Figure 1. Wires at chosen ports, followed through buffers.
The bar under the picture is 20 um long.
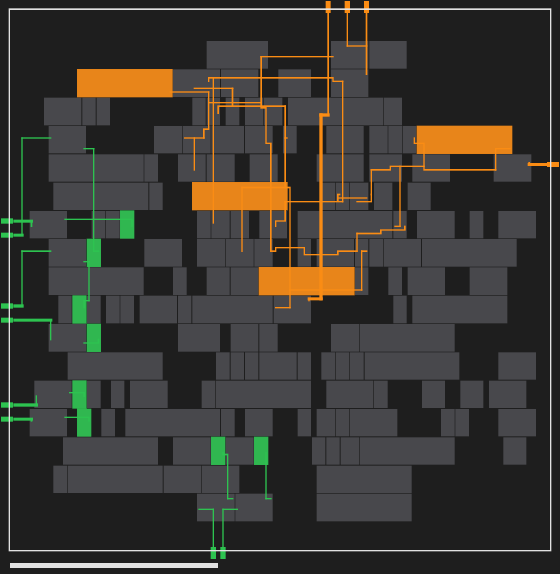
Figure 2. Wiring by layer.
Only two layers are drawn.
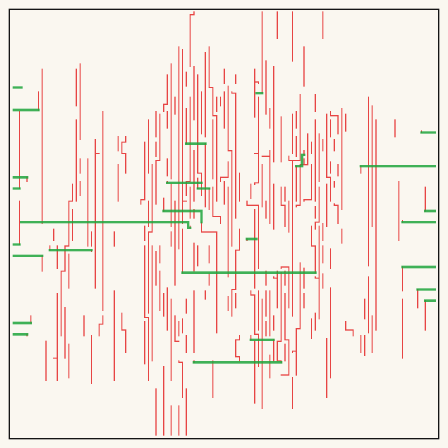
$ cat src/rtl/phi_check.sv
// phi_check: exhaustive truth-table checker for an N-input, single-output DUT.
//
// Sweeps a = 0 .. 2^N-1, holding each vector LAT cycles, then compares the
// sampled dut_z against the truth table captured at start. Reports pass,
// mismatch count and first failing vector at the end of the sweep.
//
// Ports:
//   clk       in   clock, rising edge
//   rst       in   asynchronous active-high reset
//   start     in   begin a sweep (sampled in IDLE only)
//   tt        in   [2^N]  expected truth table, bit i = required output for a = i
//   a         out  [N]    stimulus vector to the DUT
//   dut_z     in   DUT response
//   busy      out  high while sweeping
//   done      out  one-cycle end-of-sweep pulse
//   pass      out  last sweep had zero mismatches
//   err_cnt   out  [N+1]  mismatch count
//   first_err out  [N]    index of the first mismatch (0 if none)
//
// Optional feature: define PHI_CHECK_STOP_EN to end the sweep at the first
// mismatch.
module phi_check #(
    parameter int unsigned N   = 3,
    parameter int unsigned LAT = 1
) (
    input  logic            clk,
    input  logic            rst,
    input  logic            start,
    input  logic [2**N-1:0] tt,
    output logic [N-1:0]    a,
    input  logic            dut_z,
    output logic            busy,
    output logic            done,
    output logic            pass,
    output logic [N:0]      err_cnt,
    output logic [N-1:0]    first_err
);

    localparam int unsigned HoldW = (LAT > 1) ? $clog2(LAT) : 1;
    localparam logic [HoldW-1:0] HoldLast = HoldW'(LAT - 1);

    typedef enum logic [1:0] {StIdle, StRun, StDone} state_e;

    state_e            state_q, state_d;
    logic [2**N-1:0]   tt_q, tt_d;
    logic [N-1:0]      a_q, a_d;
    logic [HoldW-1:0]  hold_q, hold_d;
    logic [N:0]        err_q, err_d;
    logic [N-1:0]      first_q, first_d;
    logic              pass_q, pass_d;
    logic              last;

    always_ff @(posedge clk or posedge rst) begin
        if (rst) begin
            state_q <= StIdle;
            tt_q    <= '0;
            a_q     <= '0;
            hold_q  <= '0;
            err_q   <= '0;
            first_q <= '0;
            pass_q  <= 1'b0;
        end else begin
            state_q <= state_d;
            tt_q    <= tt_d;
            a_q     <= a_d;
            hold_q  <= hold_d;
            err_q   <= err_d;
            first_q <= first_d;
            pass_q  <= pass_d;
        end
    end

    always_comb begin
        state_d = state_q;
        tt_d    = tt_q;
        a_d     = a_q;
        hold_d  = hold_q;
        err_d   = err_q;
        first_d = first_q;
        pass_d  = pass_q;
        last    = 1'b0;

        unique case (state_q)
            StIdle: begin
                if (start) begin
                    tt_d    = tt;
                    err_d   = '0;
                    first_d = '0;
                    pass_d  = 1'b0;
                    a_d     = '0;
                    hold_d  = '0;
                    state_d = StRun;
                end
            end
            StRun: begin
                if (hold_q == HoldLast) begin
                    hold_d = '0;
                    last   = (a_q == {N{1'b1}});
                    if (dut_z != tt_q[a_q]) begin
                        err_d = err_q + (N+1)'(1);
                        if (err_q == '0) first_d = a_q;
`ifdef PHI_CHECK_STOP_EN
                        last = 1'b1;
`endif
                    end
                    // a stays put on the final sample so it names the last vector checked.
                    if (last) begin
                        state_d = StDone;
                        pass_d  = (err_d == '0);
                    end else begin
                        a_d = a_q + N'(1);
                    end
                end else begin
                    hold_d = hold_q + HoldW'(1);
                end
            end
            StDone: state_d = StIdle;
            default: state_d = StIdle;
        endcase
    end

    assign a         = a_q;
    assign busy      = (state_q == StRun);
    assign done      = (state_q == StDone);
    assign pass      = pass_q;
    assign err_cnt   = err_q;
    assign first_err = first_q;

endmodule

$ cat config.mk
export PLATFORM = sky130hd
export DESIGN_NAME = phi_check
export DESIGN_NICKNAME = d
export VERILOG_FILES = /design/src/rtl/phi_check.sv
export SDC_FILE = /design/constraint.sdc
export NUM_CORES = 1
export LEC_CHECK = 0
export CAP_MARGIN = 20
export CORE_UTILIZATION = 45
export CTS_BUF_LIST = sky130_fd_sc_hd__clkbuf_4 sky130_fd_sc_hd__clkbuf_8
export DETAILED_ROUTE_END_ITERATION = 7
export PLACE_DENSITY_LB_ADDON = 0.25
export RECOVER_POWER = 50
export SLEW_MARGIN = 0
export SYNTH_ARGS = -nofsm -noshare
export SYNTH_HDL_FRONTEND = slang
export SYNTH_SLANG_ARGS = --single-unit
export TNS_END_PERCENT = 20
$ cat constraint.sdc
create_clock -name clk -period 2.4 [get_ports clk]
set_input_delay 0.6 -clock clk [delete_from_list [all_inputs] [get_ports clk]]
set_output_delay 0.6 -clock clk [all_outputs]
set_load 0.02 [all_outputs]
==> out/qor.csv <==
metric,value,unit
dpl.hpwl,1.75,mm
drt.antenna.violating_nets,0,
fin_hold_ws,0.488,ns
maxUsedRoutingLayer,met4,
maxClockFrequency,440,MHz
yosys_warnings,0,
synth-seq-area-share,46.9,%
yosys_area,1120,um2
number_of_gates_given_a_new_drive_strength_after_cts,0,
met3_usage,3.51,%
signal_buffers,27,
netlist_top_cells_area,"sky130_fd_sc_hd__dfrtp_1, sky130_fd_sc_hd__nand2_1, sky130_fd_sc_hd__mux2i_1",
synthDominantAreaCellType,sky130_fd_sc_hd__dfrtp_1,
yosysMostFrequentCell,sky130_fd_sc_hd__nand2_1,
critPathLaunch,state_q[1],
critical_path_cell_by_cell,nand2b_1 -> clkinv_1 -> clkdlybuf4s50_1,
detail_route.vias_per_cell,5.48,
num_rows,17,
fp_util,49.3,%
nonClockInverterCount,7,
grt_first_pass_wirelength,4.20,mm
power-per-cell-area,1300,nW/um2
highest_utilization_routing_layer_at_the_global_route_stage,met2,
crit_cells,3,
gr_usage_total,21.3,%
met3WireLength,110,um
endpoint,busy,
worst_path_clk_slew,0.11,ns
outcome,completed,
netlist_top_cells_count,"sky130_fd_sc_hd__nand2_1, sky130_fd_sc_hd__dfrtp_1, sky130_fd_sc_hd__mux2i_1",
floorplan.die.height,51.9,um
final-max-slew-violation-count,0,
cp-end-kind,output pin,
fin_worst_skew,0.00985,ns
place_congestion,0.821,
min_period_over_period,94.7,%
final_instance_count_without_filler_cells,180,
place.detailed.instances,176,
ir_drop_worst_vdd,779,uV
slew_headroom,26.9,%
postCtsSetupRepairBufs,0,
reg2reg_depth,6,
antenna_found_initial,0,
synthDominantCellAreaShare,46.9,%
number_of_global_route_vias_before_repair,965,
htree_num_levels,1,
totalPowerFinal,1.86,mW
place_worst_setup_slack,0.336,ns
timing.critical_path.max_delay_family,buffers and inverters,
dominant_cells,combinational gates,
netlist-cell-type-count,27,
area_share_clock_buf_inv,2.11,%
worst-path-buf-inv,2,
die_w,51.9,um
static-leakage-power,0.664,nW
crit_path_top_delay_cell,sky130_fd_sc_hd__clkdlybuf4s50_1,
critical_path_start_type,flop,
critical-path-max-stage-delay,0.60,ns
synth_nets,140,
comb.multi_input.count,93,
design.final.nets,169,
finalSetupViolations,0,
max_cap_viol_count,0,
wirelength_met1,1.02,mm
final_layout_top_logic_cell,sky130_fd_sc_hd__nand2_1,
tightest_slew,1.10,ns
post_route_cells_drive_above_1_share,5.92,%
clock_sink_count,21,
edf_count,0,
postPlaceCellArea,1400,um2
ff2ff_setup_slack,0.39,ns
cts_root_buffer,sky130_fd_sc_hd__clkbuf_4,
synth-main-ff-cell,sky130_fd_sc_hd__dfrtp_1,
registers_synthesis,21,
final-nonclk-buf-share,18.2,%
setup.worst_path.class,reg -> out,
postCtsHoldBufs,0,
seq_share,36.8,%
setup_slack,0.127,ns
nFillCells,196,
About Figure 1:
[err_cnt] orange | direction: output | edge: 3 top, 1 right | end cells: 4 | buffers: 4 | wire: 241 um
[tt] green | direction: input | edge: 6 left, 2 bottom | end cells: 8 | buffers: 8 | wire: 83.6 um
Port Buffer Count: 24
top-level port count: 25

About Figure 2:
[M2] red | wire length: 1,240 um
[M3] green | wire length: 110 um
wire length after detailed routing: 2.41 mm
via count: 987
post-detailed-route wirelength per cell: 13.4 um

## kinds of logic (layout without fill, tap and decap cells)
| group | after synthesis | in the layout | share of synthesized area (%) |
|---|---|---|---|
| and+or+nand+nor | 66 | 66 | 27.0 |
| AOI/OAI and AO/OA | 12 | 12 | 7.37 |
| DFF | 21 | 21 | 46.9 |
| buffers and inverters | 10 | 38 | 4.02 |
| muxes | 9 | 9 | 8.04 |
| xor gates and xnor gates | 2 | 2 | 2.23 |
| adders and majority gates | 4 | 4 | 4.46 |
## sequential cells by signal, indices dropped and copies added, names as in the netlist
signal / cells
state_q: 2
err_cnt: 4
pass: 1
a: 3
tt_q: 8
first_err: 3
## report_power, final
part           switching (mW)  total, mW  internal, mW
Combinational           0.557       1.01         0.456
Clock                   0.103      0.179        0.0759
Sequential              0.165      0.665         0.500
Power and IR drop assume default switching activity.
